## config.mk

```make
export PLATFORM = sky130hd
export DESIGN_NAME = time_set_ctrl
export DESIGN_NICKNAME = d
export VERILOG_FILES = /design/src/rtl/time_set_ctrl.sv
export SDC_FILE = /design/constraint.sdc
export NUM_CORES = 1
export LEC_CHECK = 0
export ABC_AREA = 1
export CAP_MARGIN = 20
export CORE_MARGIN = 5
export CORE_UTILIZATION = 50
export CTS_BUF_LIST = sky130_fd_sc_hd__clkbuf_16
export CTS_CLUSTER_DIAMETER = 50
export DETAILED_ROUTE_END_ITERATION = 8
export HOLD_SLACK_MARGIN = 0.15
export PLACE_DENSITY = 0.81
export SLEW_MARGIN = 20
export SYNTH_ARGS = -nofsm -noshare
export SYNTH_HDL_FRONTEND = slang
export SYNTH_SLANG_ARGS = --single-unit
```

## constraint.sdc

```tcl
create_clock -name clock -period 1.9 [get_ports clock]
set_input_delay 0.38 -clock clock [delete_from_list [all_inputs] [get_ports clock]]
set_output_delay 0.38 -clock clock [all_outputs]
set_load 0.03 [all_outputs]
```

## src/rtl/time_set_ctrl.sv

```systemverilog
// Time-setting controller: synchronises and debounces the mode/inc buttons and edits hour/minute for the time counters.
// Optional auto-repeat on a held inc button is built when TIME_SET_AUTO_REPEAT_EN is defined.
module time_set_ctrl #(
    parameter logic [15:0] DB_CYCLES     = 16'd50000,
    parameter logic [5:0]  TIMEOUT_TICKS = 6'd30,
    parameter logic [2:0]  REPEAT_DELAY  = 3'd2
) (
    input  logic       clock,
    input  logic       reset,
    input  logic       btn_mode,
    input  logic       btn_inc,
    input  logic       tick,
    input  logic [4:0] cur_hour,
    input  logic [5:0] cur_minute,
    output logic       run_en,
    output logic       load,
    output logic [4:0] load_hour,
    output logic [5:0] load_minute,
    output logic [1:0] set_state,
    output logic       blink
);

    localparam int unsigned NBTN     = 2;
    localparam int unsigned BTN_MODE = 0;
    localparam int unsigned BTN_INC  = 1;
    localparam int unsigned DBW      = 16;
    localparam int unsigned IDLEW    = 6;

    localparam logic [DBW-1:0]   DB_LAST      = DB_CYCLES - 16'd1;
    localparam logic [IDLEW-1:0] TIMEOUT_LAST = TIMEOUT_TICKS - 6'd1;

    typedef enum logic [1:0] {
        ST_RUN      = 2'b00,
        ST_SET_HOUR = 2'b01,
        ST_SET_MIN  = 2'b10
    } state_t;

    state_t            state;
    logic [NBTN-1:0]   sync_1;
    logic [NBTN-1:0]   sync_2;
    logic [NBTN-1:0]   db_level;
    logic [NBTN-1:0]   db_prev;
    logic [DBW-1:0]    db_cnt [NBTN];
    logic [IDLEW-1:0]  idle_cnt;
    logic [NBTN-1:0]   press_c;
    logic              mode_press_c;
    logic              inc_press_c;
    logic              repeat_c;
    logic              inc_ev_c;

    // Synchroniser and debouncer: a level is accepted after DB_CYCLES consecutive differing samples.
    always_ff @(posedge clock or negedge reset) begin
        if (!reset) begin
            sync_1   <= '0;
            sync_2   <= '0;
            db_level <= '0;
            db_prev  <= '0;
            for (int i = 0; i < NBTN; i++) begin
                db_cnt[i] <= '0;
            end
        end else begin
            sync_1  <= {btn_inc, btn_mode};
            sync_2  <= sync_1;
            db_prev <= db_level;
            for (int i = 0; i < NBTN; i++) begin
                if (sync_2[i] == db_level[i]) begin
                    db_cnt[i] <= '0;
                end else if (db_cnt[i] == DB_LAST) begin
                    db_level[i] <= sync_2[i];
                    db_cnt[i]   <= '0;
                end else begin
                    db_cnt[i] <= db_cnt[i] + DBW'(1);
                end
            end
        end
    end

    assign press_c      = db_level & ~db_prev;
    assign mode_press_c = press_c[BTN_MODE];
    assign inc_press_c  = press_c[BTN_INC];

`ifdef TIME_SET_AUTO_REPEAT_EN
    logic [2:0] hold_ticks;

    // Counts ticks while inc stays held in a set state; saturates at the repeat threshold.
    always_ff @(posedge clock or negedge reset) begin
        if (!reset) begin
            hold_ticks <= '0;
        end else if (!db_level[BTN_INC] || (state == ST_RUN)) begin
            hold_ticks <= '0;
        end else if (tick && (hold_ticks < REPEAT_DELAY)) begin
            hold_ticks <= hold_ticks + 3'd1;
        end
    end

    assign repeat_c = tick && (state != ST_RUN) && db_level[BTN_INC] &&
                      (hold_ticks >= REPEAT_DELAY);
`else
    logic unused_repeat_delay;
    assign unused_repeat_delay = ^REPEAT_DELAY;
    assign repeat_c            = 1'b0;
`endif

    assign inc_ev_c = inc_press_c | repeat_c;

    // Edit state machine; mode beats inc, and any press overrides the idle timeout.
    always_ff @(posedge clock or negedge reset) begin
        if (!reset) begin
            state       <= ST_RUN;
            run_en      <= 1'b1;
            load        <= 1'b0;
            load_hour   <= '0;
            load_minute <= '0;
            blink       <= 1'b0;
            idle_cnt    <= '0;
        end else begin
            load <= 1'b0;
            case (state)
                ST_RUN: begin
                    if (mode_press_c) begin
                        state       <= ST_SET_HOUR;
                        run_en      <= 1'b0;
                        load_hour   <= cur_hour;
                        load_minute <= cur_minute;
                        blink       <= 1'b0;
                        idle_cnt    <= '0;
                    end
                end
                ST_SET_HOUR, ST_SET_MIN: begin
                    if (mode_press_c) begin
                        blink    <= 1'b0;
                        idle_cnt <= '0;
                        if (state == ST_SET_HOUR) begin
                            state <= ST_SET_MIN;
                        end else begin
                            state  <= ST_RUN;
                            run_en <= 1'b1;
                            load   <= 1'b1;
                        end
                    end else if (inc_ev_c) begin
                        idle_cnt <= '0;
                        blink    <= blink ^ tick;
                        if (state == ST_SET_HOUR) begin
                            load_hour <= (load_hour == 5'd23) ? 5'd0 : load_hour + 5'd1;
                        end else begin
                            load_minute <= (load_minute == 6'd59) ? 6'd0 : load_minute + 6'd1;
                        end
                    end else if (tick && (idle_cnt == TIMEOUT_LAST)) begin
                        state    <= ST_RUN;
                        run_en   <= 1'b1;
                        blink    <= 1'b0;
                        idle_cnt <= '0;
                    end else if (tick) begin
                        idle_cnt <= idle_cnt + IDLEW'(1);
                        blink    <= ~blink;
                    end
                end
                default: begin
                    state  <= ST_RUN;
                    run_en <= 1'b1;
                    blink  <= 1'b0;
                end
            endcase
        end
    end

    assign set_state = state;

endmodule

```

==> metrics.yaml, run 1 <==
setup_path:
  slowest_delay_ns: 0.71
  critical_path.top_delay_family: "buffers and inverters"
  path_buffers: 1
  crit_path_start_kind: "flip-flop"
  cp.depth: 1
  cp.required_ns: 1.52
  r2r_slack_ns: 0.09
  r2r_cells: 8
clocking:
  numCtsBuffers: 9
  cts_max_level: 3
  cts_buffer_depth: 2
  cts-root-buf: "clkbuf_16"
power:
  power_density_mw_per_mm2: 1250
  swShare_pct: 37.2
  top_power_group: "combinational logic"
  power_switching_w: 0.00200
  leakage_nw: 2.04
  peakVddDrop_v: 0.000620
  pg_clk_w: 0.00173
  p_int_w: 0.00338
drt:
  dr.pass1.iters: 4
  wl_per_cell_um: 12.6
  drtIter0Drc: 138
  dr_total_vias: 3181
  wl_met3_um: 395
  drc: 0
synthesis:
  top_cells_by_area: "dfrtp_1, nand2_1, nor2_1, nand3_1, inv_1"
  fp_nets: 504
  ff_type: "dfrtp_1"
  ys_sh_aoi_pct: 4.73
  synth_stat.cells: 478
  synth-adder-area-share_pct: 3.56
  yosysWarnings: 0
  simple_gate_area_share_pct: 35.9
  ys_seq_share_pct: 44.2
  top_area_cell: "dfrtp_1"
  synthTopLogicFamily: "simple AND/OR/NAND/NOR gates"
  ys_sh_xor_pct: 4.98
  syn_area_sq_mm: 0.00351
  edf_count: 0
global_route:
  grt_util_met3_pct: 3.93
  grt_pass1_vias: 3042
  grtUsageMet2_pct: 32.0
  grt.total_usage_pct: 19.2
sta:
  setup_viol_count_final: 0
  drv_slew: 0
  finalCriticalPeriod_ns: 1.86
  report.final.hold_viol_count: 0
  rsz0062_at_grt: "false"
placement:
  numPortBuffers: 31
  pre_cts_ws_ns: 0.0928
  place_hpwl_um: 5540
job:
  warnings: 30
  cap_violations: 0
finish:
  design_area_sq_mm: 0.00431
  antenna_cells: 0
  mostFrequentLayoutCells: "nand2_1, nor2_1, dfrtp_1, inv_1, nand3_1"
  largest_reg_flops: 32
hold_path:
  hold_end: "sync_2[1]"
  whs_path_depth: 0
die:
  die_x_um: 93.8
run_status:
  outcome: "completed"
[run 1: per-stage QoR]
step	util (%)	instances	hold WS, ns
6_report	63.1	624	0.350
4_1_cts	62.9	624	0.346
3_3_place_gp	58.1	607	0.315
5_1_grt	63.1	624	0.354
3_5_place_dp	58.1	607	0.319
2_1_floorplan	-	478	0.0844
[run 1: cell type report]
| type | count | area [sq um] |
|---|---|---|
| clock inverter | 7 | 90.1 |
| timing repair buffer | 37 | 374 |
| tap | 96 | 120 |
| sequential | 62 | 1550 |
| multi-input combinational | 356 | 1730 |
| fill | 586 | 2520 |
| inverter | 57 | 214 |
| clock buffer | 9 | 225 |
[run 1: repair_timing]
action,4_1_cts,5_1_grt
setup endpoints to repair,1,14
hold buffers,1,0
endpoints found under the hold margin,14,0
gates resized,1,5
**Run 1: clock distribution**

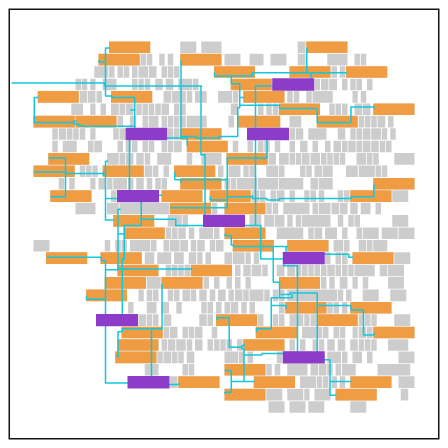
[flip-flops] orange | count: 62
[clock wires] cyan | length: 885 um
[clock drivers] purple | count: 9
routed clock nets	10
flops lie	all over the die
clk_skew: 0.00985 ns
clock power share: 32.1%
Late-Pin Clk Latency: 0.33 ns

**Run 1: clock routing**

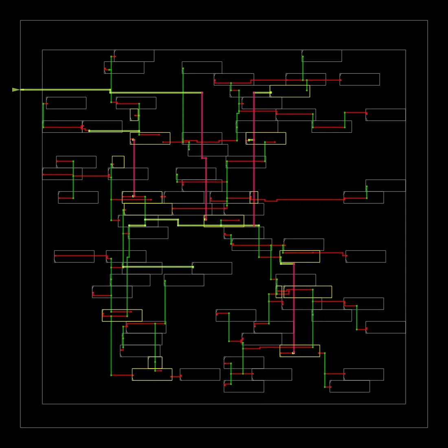
CTS sink count: 62
CLK BUF: 9
Seq cells: 62

**Run 1: placed cells, one color a class**

Bar = 20 um.
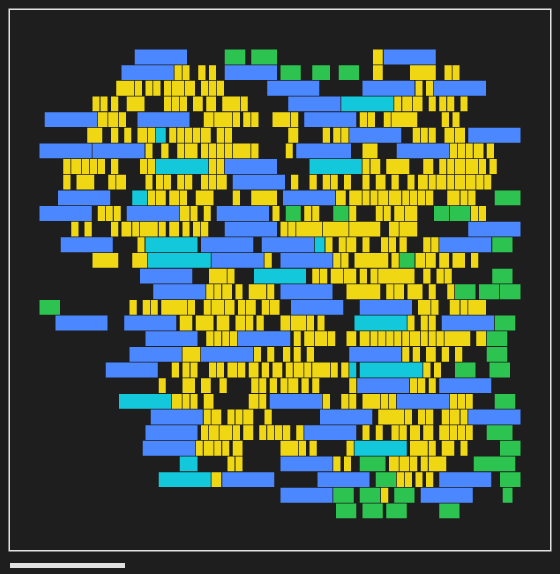
class	color	cells
other buffers and delay cells	green	37
flops	blue	62
clock drivers and dummy loads	cyan	16
combinational and other logic	yellow	413

**Run 1: cell sizes after repair**

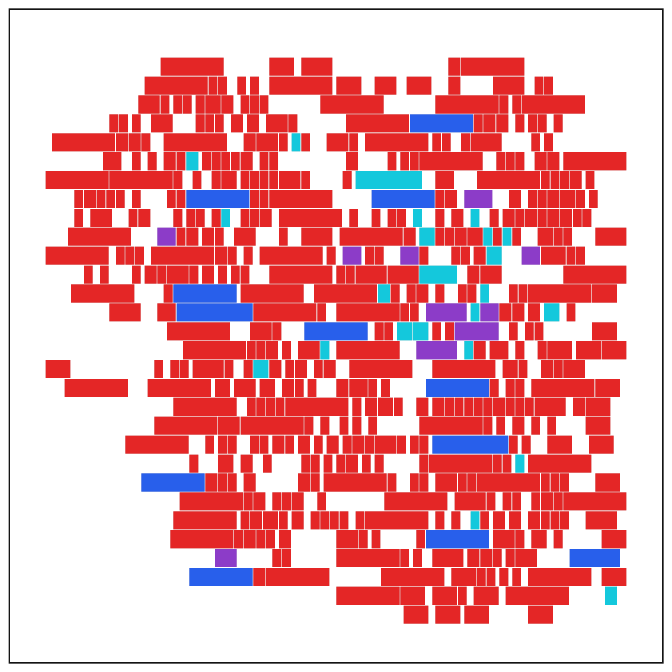
size	color	cells	share
_2 cells	cyan	23	4.4%
_3 and _4 cells	purple	10	1.9%
_6 and larger	blue	12	2.3%
_0 and _1 cells	red	483	91%
Layout area overhead: 22.6%
setup ws final: 0.0359 ns
non-clock buffer count: 37

**Run 1: signal wires on met1**

Supply wires on this layer in gray.
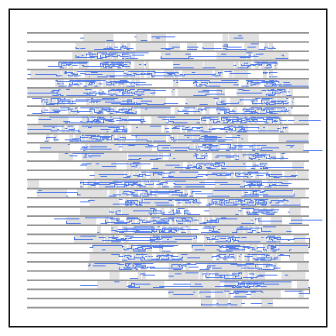

--- run 2 (diff from run 1) ---
--- a/config.mk
+++ b/config.mk
@@ -5,7 +5,6 @@
 export SDC_FILE = /design/constraint.sdc
 export NUM_CORES = 1
 export LEC_CHECK = 0
-export ABC_AREA = 1
 export CAP_MARGIN = 20
 export CORE_MARGIN = 5
 export CORE_UTILIZATION = 50
**Run 2: signal wires on met1**

Supply wires on this layer in gray.
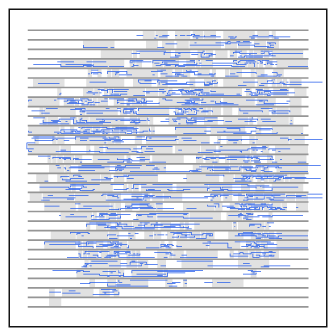
share of all routed wire	45%
longest straight run	23.0 um
WL final: 6810 um
met1 usage: 22.3%

==> run 2 against run 1 <==
Effect of this change: first-iteration DRC count rose by 22%; register-to-register slack barely moved; clock power fell by 2%; hold slack got worse by 0.0024 ns; critical path depth did not move; via count fell by 19%; non-clock buffer count rose by 15; power fell by 24%; fmax rose by 0.65%; final area fell by 3.8%; sequential share of layout area rose by 1.5 points; critical path type unchanged.
==> metrics.yaml, run 2 <==
run_status:
  outcome: "completed"
drt:
  dr.pass1.iters: 4  # unchanged
  drtIter0Drc: 169  # +22%
  wl_per_cell_um: 14.9  # +18%
  highest_layer: "met4"
  wl_met1_um: 3060
  dr_total_vias: 2579  # -19%
  wl_met3_um: 211  # -47%
  drc: 0  # unchanged
hold_path:
  whs_path_depth: 0  # unchanged
  hold_end: "sync_2[1]"
  hold_path.class: "flip-flop to flip-flop"
sta:
  clock_skew_ns: 0.00734  # -0.00251 ns
  rsz0062_at_grt: "false"
  finalCriticalPeriod_ns: 1.85  # -0.0120 ns
  setup_ws_ns: 0.0479  # +0.0120 ns
  setup_viol_count_final: 0  # unchanged
  drv_slew: 0  # unchanged
  report.final.hold_viol_count: 0  # unchanged
synthesis:
  edf_count: 0  # unchanged
  synth_flop_count: 62
  synth-adder-area-share_pct: 3.90  # +0.34 points
  ys_sh_xor_pct: 8.46  # +3.5 points
  simple_gate_area_share_pct: 21.4  # -15 points
  top_area_cell: "dfrtp_1"
  top_cells_by_area: "dfrtp_1, xnor2_1, nor2_1, ha_1, nand3_1"
  synth_cell_types: 54
  top_cell_area_share_pct: 47.6
  fp_nets: 349  # -31%
  synthTopLogicFamily: "simple AND/OR/NAND/NOR gates"
  syn_area_sq_mm: 0.00321  # -8.7%
  most_common_cell: "dfrtp_1"
  synth_stat.cells: 323  # -32%
  ys_sh_aoi_pct: 12.6  # +7.8 points
  ff_type: "dfrtp_1"
  ys_seq_share_pct: 48.4  # +4.2 points
  yosysWarnings: 0  # unchanged
die:
  die_area_sq_mm: 0.00812
  die_x_um: 90.1  # -4.0%
power:
  power_switching_w: 0.00116  # -42%
  leakage_nw: 1.83  # -10%
  p_total_w: 0.00412
  peakVddDrop_v: 0.000668  # +7.7%
  p_int_w: 0.00295  # -13%
  pg_clk_w: 0.00169  # -2%
  swShare_pct: 28.2  # -9.0 points
  clockPowerShare_pct: 41.0  # +8.9 points
  top_power_group: "the clock network"
  power_density_mw_per_mm2: 994  # -21%
setup_path:
  path_buffers: 1  # unchanged
  cp.required_ns: 1.52  # about the same
  slowest_delay_ns: 0.71  # about the same
  crit_path_start_kind: "flip-flop"
  r2r_cells: 3  # -5
  r2r_slack_ns: 0.08  # about the same
  worstPathArrival_ns: 1.47
  critical_path.top_delay_family: "buffers and inverters"
  cp.depth: 1  # unchanged
clocking:
  cts_max_level: 3  # unchanged
  numCtsBuffers: 9  # unchanged
  cts-root-buf: "clkbuf_16"
  cts_buffer_depth: 2  # unchanged
  clock_sink_count: 62  # unchanged
  insertion_delay_ns: 0.33  # about the same
global_route:
  grt_pass1_vias: 2645  # -13%
  grt_util_met3_pct: 3.26  # -0.67 points
  grt.total_usage_pct: 17.8  # -1.4 points
  grtUsageMet2_pct: 29.2  # -2.8 points
finish:
  largest_reg_flops: 32  # unchanged
  final_nets: 402
  design_area_sq_mm: 0.00414  # -3.8%
  syn2layout_area_growth_pct: 29.1
  antenna_cells: 0  # unchanged
  fin_cells: 458  # -27%
  mostFrequentLayoutCells: "dfrtp_1, nor2_1, clkdlybuf4s50_1, xnor2_1, nand2_1"
  postLayoutCoreUtil_pct: 65.6  # +2.6 points
  mostFrequentLayoutCell: "dfrtp_1"
placement:
  pre_cts_ws_ns: -0.0124  # -0.105 ns
  placedCellCount: 440  # -28%
  numPortBuffers: 31  # unchanged
  place_hpwl_um: 4790  # -14%
job:
  cap_violations: 0  # unchanged
  warnings: 31  # +3.3%
**Run 2: cell sizes after repair**

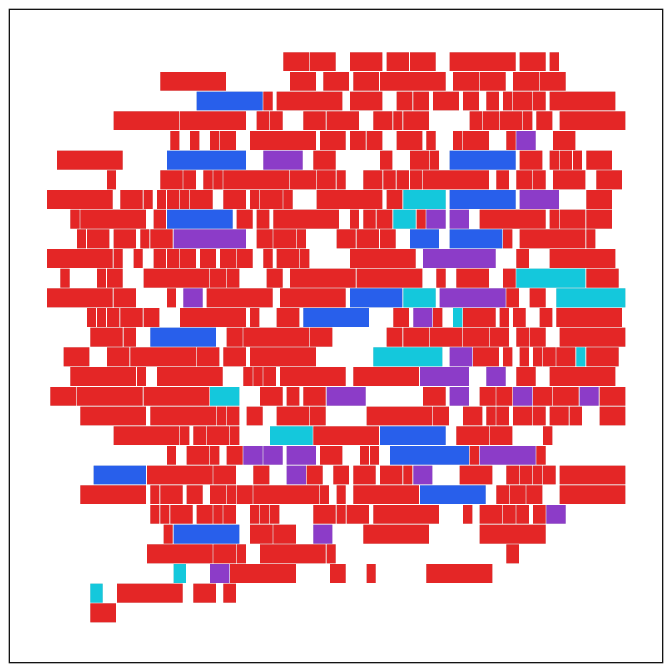
size	color	cells	share
_2 cells	cyan	12	3.1%
_3 and _4 cells	purple	26	6.8%
_0 and _1 cells	red	328	86%
_6 and larger	blue	15	3.9%

run 2: netlist changes by cell type in the layout (fill, tap and decap cells not counted), moves of 7 or more:
cell     previous run  this run
nand3_1            37        18
inv_2              12         2
inv_1              45        17
buf_4               4        16
nor4_1              1        14
xnor2_1             3        21
xor2_1             17        10
nand2_1           140        20
nor2_1             83        40
run 2: area by class of cell:
class / instances / area (sq um)
sequential: 62 / 1560
inverter: 18 / 67.6
fill: 494 / 2170
tap: 77 / 96.3
clock buffer: 9 / 225
clock inverter: 7 / 80.1
timing repair buffer: 52 / 517
multi-input combinational: 233 / 1600
run 2: timing repair:
action | CTS | global route
hold buffers | 1 | 0
setup endpoints to repair | 0 | 11
resized | 0 | 6
setup buffers | 0 | 1
hold endpoints to repair | 16 | 0
Power is estimated from default activity; no workload was simulated.
